**Run 1: floorplan with the power grid**

Scale bar: 50 um. Pins as bars on the die edge.
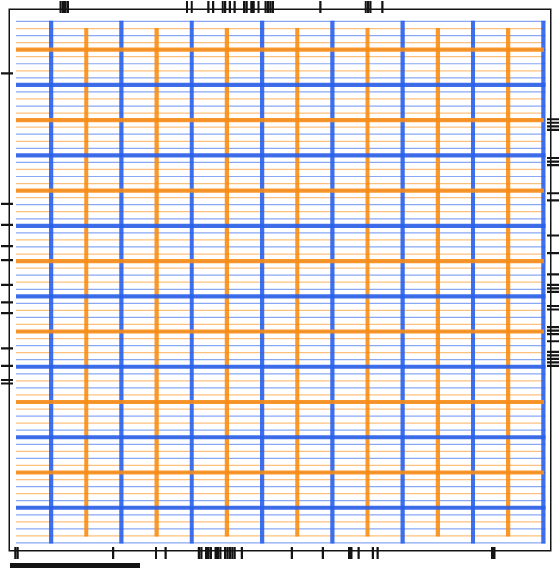
**Run 1: placement by cell class**

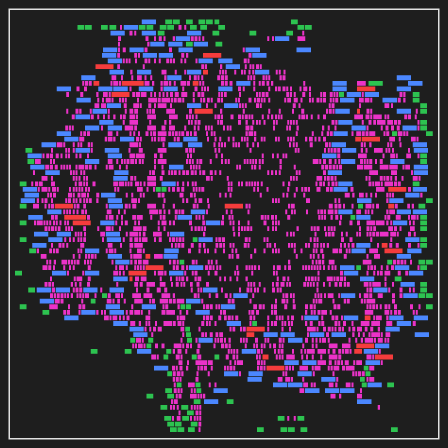
**Run 1: clock wires, drivers and flops**

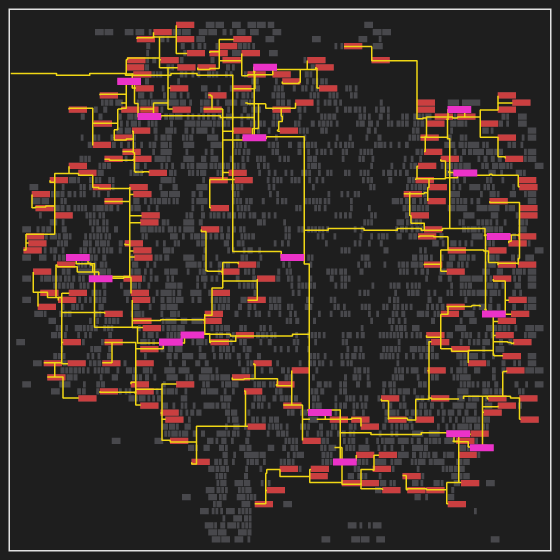
**Run 1: routed metal, one color a layer**

Scale bar: 50 um.
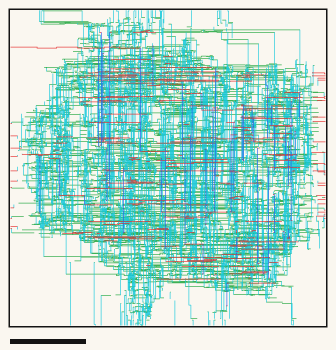
`src/rtl/clint_timer.sv`:
```
// CLINT-style machine timer: 64-bit mtime with prescaler, per-hart
// mtimecmp/msip on a Wishbone slave, registered MTIP/MSIP outputs.
//
// Ports:
//   clk_i, rst_ni        clock, synchronous active-low reset
//   wb_adr_i[15:0]       byte address (bits [1:0] ignored)
//   wb_dat_i / wb_dat_o  write data in / registered read data out
//   wb_sel_i, wb_we_i    byte lanes, write enable
//   wb_stb_i, wb_cyc_i   strobe, cycle; wb_ack_o one-cycle acknowledge
//   timer_irq_o          per-hart MTIP
//   soft_irq_o           per-hart MSIP
module clint_timer #(
  parameter int N_HARTS  = 1,
  parameter int PRESCALE = 0,
  parameter int PS_W     = 16
) (
  input  logic               clk_i,
  input  logic               rst_ni,
  input  logic [15:0]        wb_adr_i,
  input  logic [31:0]        wb_dat_i,
  input  logic [3:0]         wb_sel_i,
  input  logic               wb_we_i,
  input  logic               wb_stb_i,
  input  logic               wb_cyc_i,
  output logic [31:0]        wb_dat_o,
  output logic               wb_ack_o,
  output logic [N_HARTS-1:0] timer_irq_o,
  output logic [N_HARTS-1:0] soft_irq_o
);

  function automatic logic [31:0] merge(
    input logic [31:0] old_v,
    input logic [31:0] new_v,
    input logic [3:0]  sel
  );
    logic [31:0] r;
    r = old_v;
    for (int b = 0; b < 4; b++)
      if (sel[b]) r[8*b +: 8] = new_v[8*b +: 8];
    return r;
  endfunction

  logic [63:0]        mtime_q, mtime_d;
  logic [PS_W-1:0]    pcnt_q, pcnt_d;
  logic [PS_W-1:0]    div_q, div_d;
  logic               en_q, en_d;
  logic [63:0]        cmp_q [N_HARTS];
  logic [63:0]        cmp_d [N_HARTS];
  logic [N_HARTS-1:0] msip_q, msip_d;
  logic [N_HARTS-1:0] tirq_q, sirq_q;
  logic               ack_q;
  logic [31:0]        dat_q;

  logic        req, wr;
  logic        dec_msip, dec_cmp, dec_ctrl;
  logic        dec_lo, dec_hi;
  logic [3:0]  h_msip, h_cmp;
  logic        cmp_hi;
  logic [31:0] ctrl_rd, ctrl_w;
  logic [31:0] rdata;
  logic        tick, div_wr;
  logic        unused_adr;

  assign unused_adr = ^wb_adr_i[1:0];

  assign req = wb_stb_i & wb_cyc_i & ~ack_q;
  assign wr  = req & wb_we_i;

  // 0x0000-0x003F msip, 0x4000-0x407F mtimecmp
  assign dec_msip = (wb_adr_i[15:6] == 10'h000);
  assign dec_cmp  = (wb_adr_i[15:7] == 9'h080);
  assign dec_ctrl = (wb_adr_i[15:2] == 14'h2FFC);
  assign dec_lo   = (wb_adr_i[15:2] == 14'h2FFE);
  assign dec_hi   = (wb_adr_i[15:2] == 14'h2FFF);
  assign h_msip   = wb_adr_i[5:2];
  assign h_cmp    = wb_adr_i[6:3];
  assign cmp_hi   = wb_adr_i[2];

  assign ctrl_rd = 32'(en_q) | (32'(div_q) << 16);
  assign ctrl_w  = merge(ctrl_rd, wb_dat_i, wb_sel_i);
  assign div_wr  = wr & dec_ctrl & (|wb_sel_i[3:2]);
  assign tick    = en_q & (pcnt_q == div_q);

  always_comb begin
    rdata = '0;
    unique case (1'b1)
      dec_msip: begin
        for (int h = 0; h < N_HARTS; h++)
          if (h_msip == 4'(h)) rdata[0] = msip_q[h];
      end
      dec_cmp: begin
        for (int h = 0; h < N_HARTS; h++)
          if (h_cmp == 4'(h))
            rdata = cmp_hi ? cmp_q[h][63:32]
                           : cmp_q[h][31:0];
      end
      dec_ctrl: rdata = ctrl_rd;
      dec_lo:   rdata = mtime_q[31:0];
      dec_hi:   rdata = mtime_q[63:32];
      default:  rdata = '0;
    endcase
  end

  always_comb begin
    en_d   = en_q;
    div_d  = div_q;
    msip_d = msip_q;
    for (int h = 0; h < N_HARTS; h++)
      cmp_d[h] = cmp_q[h];

    if (wr & dec_ctrl) begin
      en_d = ctrl_w[0];
      if (|wb_sel_i[3:2]) div_d = ctrl_w[16 +: PS_W];
    end

    for (int h = 0; h < N_HARTS; h++) begin
      if (wr & dec_msip & (h_msip == 4'(h)))
        msip_d[h] = wb_sel_i[0] ? wb_dat_i[0] : msip_q[h];
      if (wr & dec_cmp & (h_cmp == 4'(h))) begin
        if (cmp_hi)
          cmp_d[h][63:32] =
            merge(cmp_q[h][63:32], wb_dat_i, wb_sel_i);
        else
          cmp_d[h][31:0] =
            merge(cmp_q[h][31:0], wb_dat_i, wb_sel_i);
      end
    end
  end

  always_comb begin
    pcnt_d = pcnt_q;
    if (div_wr)
      pcnt_d = '0;
    else if (en_q)
      pcnt_d = tick ? '0 : pcnt_q + 1'b1;
  end

  // A bus write to either half beats a tick; no carry across halves.
  always_comb begin
    mtime_d = mtime_q;
    if (wr & dec_lo)
      mtime_d[31:0] =
        merge(mtime_q[31:0], wb_dat_i, wb_sel_i);
    else if (wr & dec_hi)
      mtime_d[63:32] =
        merge(mtime_q[63:32], wb_dat_i, wb_sel_i);
    else if (tick)
      mtime_d = mtime_q + 64'd1;
  end

  always_ff @(posedge clk_i) begin
    if (!rst_ni) begin
      mtime_q <= '0;
      pcnt_q  <= '0;
      div_q   <= PS_W'(PRESCALE);
      en_q    <= 1'b1;
      msip_q  <= '0;
      tirq_q  <= '0;
      sirq_q  <= '0;
      ack_q   <= 1'b0;
      dat_q   <= '0;
      for (int h = 0; h < N_HARTS; h++)
        cmp_q[h] <= '1;
    end else begin
      mtime_q <= mtime_d;
      pcnt_q  <= pcnt_d;
      div_q   <= div_d;
      en_q    <= en_d;
      msip_q  <= msip_d;
      sirq_q  <= msip_q;
      ack_q   <= req;
      if (req) dat_q <= wb_we_i ? '0 : rdata;
      for (int h = 0; h < N_HARTS; h++) begin
        cmp_q[h]  <= cmp_d[h];
        tirq_q[h] <= (mtime_q >= cmp_q[h]);
      end
    end
  end

  assign wb_ack_o    = ack_q;
  assign wb_dat_o    = dat_q;
  assign timer_irq_o = tirq_q;
  assign soft_irq_o  = sirq_q;

endmodule

```
`config.mk`:
```
export PLATFORM = sky130hd
export DESIGN_NAME = clint_timer
export DESIGN_NICKNAME = d
export VERILOG_FILES = /design/src/rtl/clint_timer.sv
export SDC_FILE = /design/constraint.sdc
export NUM_CORES = 1
export LEC_CHECK = 0
export ABC_AREA = 1
export CORE_MARGIN = 2
export CORE_UTILIZATION = 32
export DETAILED_ROUTE_END_ITERATION = 12
export SETUP_SLACK_MARGIN = 0.4
export SYNTH_ARGS = -nofsm -noshare
export SYNTH_HDL_FRONTEND = slang
export SYNTH_SLANG_ARGS = --single-unit
```
`constraint.sdc`:
```
create_clock -name clk_i -period 3.95 [get_ports clk_i]
set_clock_uncertainty 0.05 [all_clocks]
set_input_delay 0.79 -clock clk_i [delete_from_list [all_inputs] [get_ports clk_i]]
set_output_delay 0.79 -clock clk_i [all_outputs]
set_load 0.005 [all_outputs]
```
==> job_summary.md, run 1 <==
## Synthesis and layout report

| Metric | Value |
|---|---|
| Status | finished clean |
| EDFF count, synth | 0 |
| Mapped Cells | 2,196 |
| Crit path time final | 3.13 ns |
| Signal buf overhead | 7.49% |
| Ys flops | 197 |
| Internal reg-to-reg setup slack | 1.21 ns |
| Largest net degree at the start of global routing | 99 |
| Hold Fails Final Rpt | 0 |
| Final Max Slew Viols | 0 |
| H-tree Lvls | 4 |
| Filler cell count | 4,472 |
| Post-synth top cells | 730 x nand2_1, 248 x nor2_1, 241 x inv_1 |
| Dominant comb cell | simple AND/OR/NAND/NOR gates |
| Logic Gate Count | 1,670 |
| Clock buffers | 17 |
| Post-synthesis compound-gate area fraction | 16.3% |
| DRT antenna net count | 0 |
| Worst Setup Start Kind | input port |
| Crit path from | wb_adr_i[9] |
| GP Congestion | 0.946 |
| Non-clock inverters | 249 |
| Main area contributors | dfxtp_1 29%, nand2_1 20%, nor2_1 7.0% |
| Worst R2R Path Depth | 11 |
| Critical Path Stages | 10 |
| Synth mux share | 0% |
| Final HPWL DP | 39.5 mm |
| PwrDens | 321 nW/um^2 |
| Global route overflow | 0 |
| Routed wl met3 | 2.97 mm |
| Met3 Track Usage GR | 3.46% |
| Top layer reached by signal wires | met4 |
| WP data required | 4.28 ns |
| DRC viols | 0 |
| Row cnt | 74 |
| Initial antenna violation count | 0 |
| Vias/cell | 5.21 |
| WL met2 | 23.7 mm |
| Die Size | 43,400 um^2 |
| Post-route setup TNS | 0 ns |
| GRT Overall Usage | 23.5% |
| Delay-heaviest family, CP | simple AND/OR/NAND/NOR gates |
| # Post-CTS Setup Buffers | 0 |
| Num CTS Buffers | 17 |
| RR Endpoint | mtime_q[7] |
| Hold Buf Count CTS | 0 |
| CP max stage delay | 0.51 ns |
| Count leader, synth | nand2_1 |
| Tapcells | 532 |
| Hold Crit Start | wb_dat_o[8] |
| Period Utilization, post-route | 79.2% |
| Worst Tran Pin Value | 0.905 ns |
| Gr busiest metal | met2 |
| Adders+Majority by Area | 6.18% |
| GR Layer Usage met1 | 29.9% |
| Clock root cell | clkbuf_16 |
| Chip area in the Yosys report | 13,400 um^2 |
| Met2 Usage GRT | 39.8% |
| Fp util | 32.6% |
| Number of diodes | 0 |
| Worst min path class | register to register |
| Async SR Flop Fraction | 0% |
| First-pass GRT wire length | 78.6 mm |
| CP Max Fanout | 18 |
| Syn Nets | 2,319 |
| Slowest CP cell | nand2_1 |
| First-pass DRT Iterations | 6 |
| YS warnings | 0 |
| Synth area leader | dfxtp_1 |
| Pleak | 7.18 nW |
| Max-slew headroom | 39.6% |
| Cell count in the Yosys report | 2,196 |
| XOR/XNOR Area Share | 1.24% |
| Data arrival, critical path | 3.46 ns |
| Yosys simple share | 37.2% |
| Clock sink total | 197 |
-- 'floorplan with the power grid' (at the start) --
- VSS: blue
- VDD: orange
- rows: 74
- met1 rails: 75
Core Region: 41,000 um^2
die span in x: 208 um

-- 'placement by cell class' (at the start) --
- flops: blue (cells 197)
- other buffers and delay cells: green (cells 123)
- all other logic: magenta (cells 1,919)
- clock drivers and dummy loads: red (cells 32)
Post-Route Utilization: 37.6%
fin area: 15,400 um^2
flop share of the area: 25.6%

-- 'clock wires, drivers and flops' (at the start) --
- flip-flops: red (count 197)
- cells driving clock nets: magenta (count 17)
- clock wires: yellow (length 2,870 um)
- routed clock nets: 18
Clk pwr share: 37.2%
clk ins delay skew pair: 0.49 ns
Clk. pwr: 1.84 mW

-- 'routed metal, one color a layer' (at the start) --
- met1: green (wire length 22.1 mm)
- met4: blue (wire length 1,740 um)
- met2: cyan (wire length 23.7 mm)
- met3: red (wire length 2,970 um)
drt wl/cell: 18.0 um
drt total wl: 50.6 mm

==> run 1: through the flow <==
step	cell area (um^2)	total power, mW	setup WS, ns	hold slack, ns	instances
finish	15400	4.95	0.820	0.414	2803
detailed placement	14800	3.13	0.372	0.400	2771
global placement	14800	3.12	0.377	0.390	2771
floorplan	13400	2.79	1.72	0.371	2196
global route	15400	5.17	0.581	0.424	2803
CTS	15400	4.96	0.882	0.411	2803
==> run 1: power by group <==
| group | leakage [nW] | switching [mW] | internal (mW) | total [mW] |
|---|---|---|---|---|
| Sequential | 1.59 | 0.216 | 2.07 | 2.29 |
| Clock | 0.288 | 0.891 | 0.948 | 1.84 |
| Combinational | 5.30 | 0.535 | 0.282 | 0.818 |
**Run 1: track usage over the die**

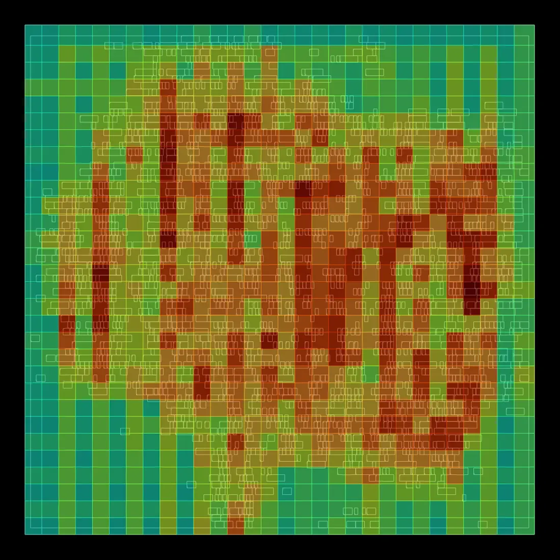

==> run 2: changes to the inputs <==
==> constraint.sdc (replaced) <==
create_clock -name clk_i -period 2.55 [get_ports clk_i]
set_clock_uncertainty 0.05 [all_clocks]
set_input_delay 0.51 -clock clk_i [delete_from_list [all_inputs] [get_ports clk_i]]
set_output_delay 0.51 -clock clk_i [all_outputs]
set_load 0.005 [all_outputs]
**Run 2: track usage over the die**

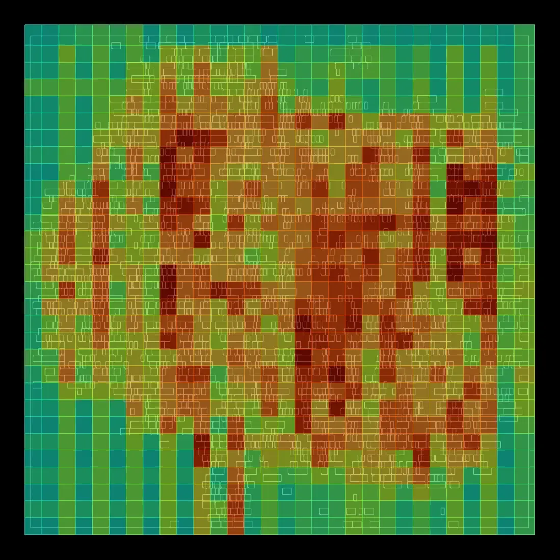
GRT Overall Usage: 23.9%
drt wl/cell: 18.1 um
Post-Route Utilization: 41.0%
met3 Track Usage GR: 3.11%

**Run 2: floorplan with the power grid**

Scale bar: 50 um. Pins as bars on the die edge.
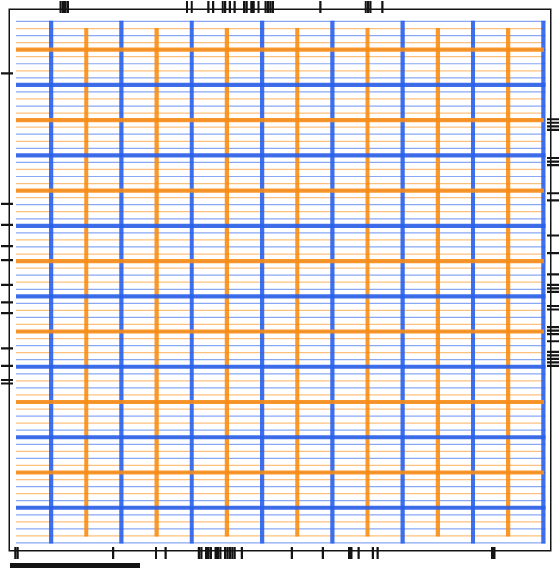
- VSS: blue
- VDD: orange
- met1 rails: 75
- rows: 74
- met5 straps: 14
- signal pins: 92
Chip Height: 208 um
Worst IR Drop VDD: 0.691 mV

==> run 2 against run 1 <==
Net effect:
- flip-flop count unchanged
- area after synthesis unchanged
- global-route usage grew 0.34 points
- hold slack got worse by 0.030 ns
- non-clock buffer count grew 94
- die area stayed put
- cell area increased by 8.9%
- combinational power grew 83%
- count of clock-buffer cells in the layout unchanged
- total power up 58%
- critical endpoint is now timer_irq_o
==> job_summary.md, run 2 <==
## Synthesis and layout report

| Metric | Value |
|---|---|
| Status | finished clean |
| Reg clk slew, reported paths | 0.09 ns |
| Critical Path Stages | 7 |
| Final HPWL DP | 41.6 mm |
| Kind of critical path | register to register |
| Hold Fails Final Rpt | 0 |
| WL met2 | 24.6 mm |
| Worst Tran Pin Value | 0.495 ns |
| Min Hold Slack | 0.384 ns |
| Gate Area | 8480 um^2 |
| Hold Crit Start | rst_ni |
| Num CTS Buffers | 17 |
| Synth Flop Type | dfxtp_1 |
| Clk pwr share | 35.8% |
| Top Ports | 92 |
| Pleak | 7.81 nW |
| Filler cell count | 4,380 |
| Clk ins delay skew pair | 0.48 ns |
| Post-synth top cells | 730 x nand2_1, 248 x nor2_1, 241 x inv_1 |
| Internal reg-to-reg setup slack | 0.38 ns |
| Syn Nets | 2,319 |
| Worst slack at placement | -0.151 ns |
| First-pass DRT Iterations | 5 |
| Crit path time final | 2.17 ns |
| Signal buf overhead | 12.6% |
| Mapped Cells | 2,196 |
| XOR/XNOR Area Share | 1.24% |
| Starting DRT DRC Count | 1,256 |
| Chip area in the Yosys report | 13,400 um^2 |
| Number of diodes | 0 |
| Non-clock inverters | 249 |
| Fraction of layout cells with a size suffix above 1 | 12.3% |
| Final net count | 2,476 |
| R2r startpoint | mtime_q[53] |
| Tapcells | 532 |
| GP Congestion | 0.987 |
| CTS tree | yes |
| Worst Setup Start Kind | register |
| Vias after detailed routing | 15,000 |
| Top power group | registers |
| Final setup fails | 0 |
| DRC viols | 0 |
| WHS Endpoint | cmp_q[0][31] |
| Row cnt | 74 |
| Synth Area per Inst | 6.09 um^2 |
| Initial antenna violation count | 0 |
| H-tree Lvls | 4 |
| Final Max Slew Viols | 0 |
| Die Size | 43,400 um^2 |
| Setup crit end kind | register |
| CP max stage delay | 0.44 ns |
| Routed wl met3 | 2.82 mm |
| Flop pwr share | 45.1% |
| Vias/cell | 5.16 |
| Clock-cell share | 3.53% |
| Registers | 197 |
| Post-synthesis compound-gate area fraction | 16.3% |
| Delay-heaviest family, CP | simple AND/OR/NAND/NOR gates |
| Flop share of the area | 23.8% |
| Commonest Layout Cell | nand2_1 |
| Unique cell types | 39 |
| Register share after synthesis | 29.5% |
| Register area | 3990 um^2 |
| First-pass GRT wire length | 79.6 mm |
| Post-route setup TNS | 0 ns |
| Int Power | 5.21 mW |
| YS warnings | 0 |
| Yosys simple share | 37.2% |
| Global route overflow | 0 |
| Max-area cell class | combinational gates |
| DRT antenna net count | 0 |
| Fp util | 32.6% |
| OpenROAD warnings | 29 |
| Async SR Flop Fraction | 0% |
| Largest net degree at the start of global routing | 68 |
| Top cells excl fill/tap | 723 x nand2_1, 237 x inv_1, 216 x nor2_1, 159 x dfxtp_1, 134 x nand3_1 |
| Ys flops | 197 |
| Sw Share | 33.5% |
| Clock sink total | 197 |
| Buf+Inv Stages, Crit Path | 0 |
| Inst Count DP | 2,853 |
| Area share, top type | 29.5% |
| Comb area share | 50.5% |
| PwrDens | 466 nW/um^2 |
| Count of plain and timing-repair buffers | 217 |
| FMAX | 0.462 GHz |
| Drt total wl | 52.5 mm |
| EDFF count, synth | 0 |
| Clock root cell | clkbuf_16 |
| Worst path cell trace | ha_1, nand4_1, nor2_1, nand2_1, nor3b_2, nand2_1, a21oi_2 |
| Max-slew headroom | 67.0% |
| Combinational fraction of design power | 19.2% |
| Logic Gate Count | 1,671 |
| Max-cap violation count | 0 |
| Synth Cell Area | 13,400 um^2 |
| Combinational power | 1.50 mW |
| Die span in x | 208 um |
| Core Region | 41,000 um^2 |
| Layout Cells excl Fill | 2,898 |
| Worst min path class | input port to register |
| Data arrival, critical path | 2.51 ns |
| Clock buffers | 17 |
| Top layer reached by signal wires | met4 |
| Period Utilization, post-route | 85.0% |
| Worst R2R Path Depth | 7 |
| Max clock buf depth | 2 |
| Cell count in the Yosys report | 2,196 |
| Clk. pwr | 2.80 mW |
| Dominant comb cell | simple AND/OR/NAND/NOR gates |
| Slowest CP cell | dfxtp_1 |
| Final worst slack | 0.383 ns |
| Synth mux share | 0% |
| Sequential power | 3.53 mW |
| Met1 wire length | 22.9 mm |
| Count leader, synth | nand2_1 |
| Port Buf Inserts | 89 |
| Synth area leader | dfxtp_1 |
| WP data required | 2.89 ns |
| Vias in the first global route | 14,000 |
| Hold depth | 2 |
| Cell mode on critical path | nand2_1 |
| Psw | 2.63 mW |
| Adders+Majority by Area | 6.18% |
| Crit path to | timer_irq_o |
| RSZ-0062 raised after global routing | yes |
| Main area contributors | dfxtp_1 29%, nand2_1 20%, nor2_1 7.0% |
| CP Max Fanout | 7 |
| Crit path from | mtime_q[53] |
| RR Endpoint | timer_irq_o |
| Synth-to-Final Area Change | 25.7% |
run 2: per-layer routing:
metal,vias up,GRT usage [%]
met5,-,0
met4,0,10.7
met3,90,3.11
met2,447,40.2
met1,6912,30.4
li1,7501,-
run 2: through the flow:
| stage | utilization (%) | cell area, um^2 | total power [mW] |
|---|---|---|---|
| 2_1_floorplan | - | 13400 | 4.31 |
| 3_3_place_gp | 38.0 | 15600 | 4.93 |
| 3_5_place_dp | 38.0 | 15600 | 4.96 |
| 4_1_cts | 39.6 | 16300 | 7.78 |
| 5_1_grt | 41.0 | 16800 | 8.22 |
| 6_report | 41.0 | 16800 | 7.84 |
run 2: timing repair:
action | CTS | global route
pin swaps | 1 | 18
gates resized | 25 | 153
cloned | 0 | 6
setup endpoints to repair | 33 | 133
hold buffers | 0 | 0
buffers inserted | 0 | 7
==> run 3: changes to the inputs <==
==> constraint.sdc (replaced) <==
create_clock -name clk_i -period 2 [get_ports clk_i]
set_clock_uncertainty 0.05 [all_clocks]
set_input_delay 0.4 -clock clk_i [delete_from_list [all_inputs] [get_ports clk_i]]
set_output_delay 0.4 -clock clk_i [all_outputs]
set_load 0.005 [all_outputs]
==> run 3 against run 2 <==
Net effect:
- the flow now finishes with violations (negative setup slack)
- first-iteration DRC count is 19% higher
- sequential power is 27% higher
- fmax grew 7.5%
- die area unchanged
- critical path depth up 6
- sequential share of layout area shrank 5.6 points
- register-to-register slack worse by 0.40 ns
- largest power group unchanged
- routed wire length is 24% higher
- critical path type unchanged
- combinational power increased by 150%
- hold slack worse by 0.11 ns
- final cell count grew 11%
==> job_summary.md, run 3 <==
## Synthesis and layout report

| Metric | Value |
|---|---|
| Clock sink total | 197 |
| Sw Share | 35.0% |
| CTS tree | yes |
| RR Endpoint | mtime_q[62] |
| EDFF count, synth | 0 |
| FMAX | 0.496 GHz |
| Die span in x | 208 um |
| Layout Cells excl Fill | 3,223 |
| Psw | 4.16 mW |
| Clock root cell | clkbuf_16 |
| Async SR Flop Fraction | 0% |
| Comb area share | 47.9% |
| Pleak | 11.1 nW |
| Setup crit end kind | register |
| Slowest CP cell | dfxtp_2 |
| Crit path time final | 2.02 ns |
| Number of diodes | 0 |
| Port Buf Inserts | 89 |
| Inst Count DP | 3,017 |
| Status | complete, but fails checks |
| Final worst slack | -0.0161 ns |
| Count of plain and timing-repair buffers | 538 |
| WHS Endpoint | cmp_q[0][55] |
| GR Layer Usage met1 | 34.3% |
| Die Size | 43,400 um^2 |
| Top power group | registers |
| Chip area in the Yosys report | 13,400 um^2 |
| Clk ins delay skew pair | 0.50 ns |
| Synth mux share | 0% |
| First-pass DRT Iterations | 6 |
| R2r startpoint | div_q[8] |
| Count leader, synth | nand2_1 |
| Cell count in the Yosys report | 2,196 |
| Gr busiest metal | met2 |
| Final Max Slew Viols | 0 |
| Data arrival, critical path | 2.32 ns |
| Top layer reached by signal wires | met4 |
| Logic Gate Count | 1,675 |
| Met1 wire length | 26.0 mm |
| Synth Cell Area | 13,400 um^2 |
| Hold Fails Final Rpt | 0 |
| Chip Height | 208 um |
| Core Region | 41,000 um^2 |
| Worst Tran Pin Value | 0.486 ns |
| YS warnings | 0 |
| Max-area cell class | combinational gates |
| Gate Area | 11,000 um^2 |
| Hold depth | 2 |
| Final net count | 2,801 |
| DRT antenna net count | 0 |
| Hold Buf Count CTS | 0 |
| PwrDens | 518 nW/um^2 |
| Post-synthesis compound-gate area fraction | 16.3% |
| Tapcells | 532 |
| Worst Setup Start Kind | register |
| Final setup fails | 1 |
| DRC viols | 0 |
| Final HPWL DP | 45.0 mm |
| Vias in the first global route | 16,500 |
| RSZ-0062 raised after global routing | yes |
| Met3 Track Usage GR | 3.22% |
| Signal buf overhead | 24.0% |
| Global route overflow | 0 |
| Clock buffers | 17 |
| Clk pwr share | 31.0% |
| Unique cell types | 39 |
| Syn Nets | 2,319 |
| Sequential power | 4.50 mW |
| Worst R2R Path Depth | 13 |
| Max-slew headroom | 67.3% |
| Register share after synthesis | 29.5% |
| WL met2 | 30.7 mm |
| Delay-heaviest family, CP | simple AND/OR/NAND/NOR gates |
| Filler cell count | 3,645 |
| Met2 Usage GRT | 46.8% |
| Num CTS Buffers | 17 |
| Vias after detailed routing | 17,300 |
| Starting DRT DRC Count | 1,496 |
| Worst path cell trace | inv_2, nand2_2, nand2_1, nor3_2, nand2_1, nor2_2, nand3_4, nand2_8, buf_12, buf_12, nand2_4, nand2_1, a21oi_2 |
| Failing checks | negative setup slack |
| Combinational power | 3.72 mW |
==> run 3: timing repair <==
item                       in CTS  in global routing
gates resized                 537                576
cloned                          7                 15
setup endpoints to repair     230                227
pin swaps                     157                211
buffers inserted              113                 39
==> run 3: worst max-delay path by stage <==
stage	from	to	slack [ns]	cells past startpoint
2_1_floorplan	wb_adr_i[11]	cmp_q[0][37]	0.17	9
3_5_place_dp	wb_adr_i[11]	cmp_q[0][27]	-0.55	12
3_3_place_gp	wb_adr_i[9]	mtime_q[14]	-0.48	12
4_1_cts	cmp_q[0][6]	timer_irq_o	-0.02	14
6_report	div_q[8]	mtime_q[62]	-0.02	13
5_1_grt	mtime_q[22]	mtime_q[32]	-0.08	11
**Run 3: floorplan with the power grid**

Scale bar: 50 um. Pins as bars on the die edge.
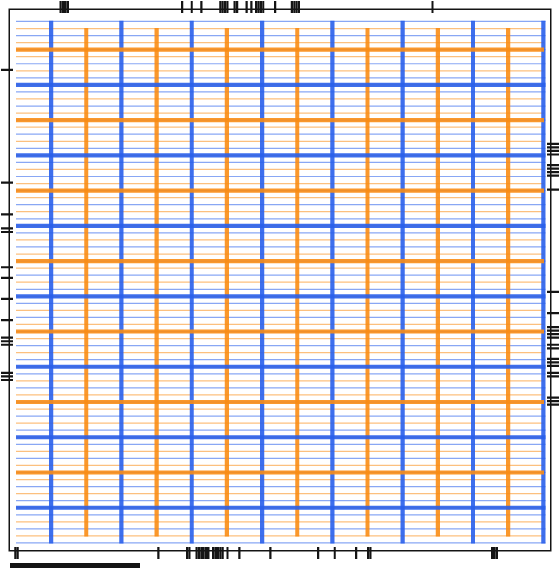
- VSS: blue
- VDD: orange
- met1 rails: 75
- rows: 74
- met4 straps: 15
- met5 straps: 14
- signal pins: 92
Worst IR Drop VDD: 0.566 mV

**Run 3: placement by cell class**

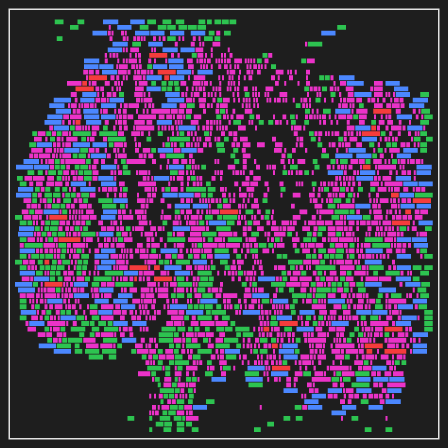
- all other logic: magenta (cells 1,924)
- other buffers and delay cells: green (cells 538)
- flops: blue (cells 197)
- clock drivers and dummy loads: red (cells 32)
Post-Route Utilization: 56.0%
flop share of the area: 18.2%
fin area: 23,000 um^2

Power figures rest on the tool's default switching activity, not on a simulated workload.
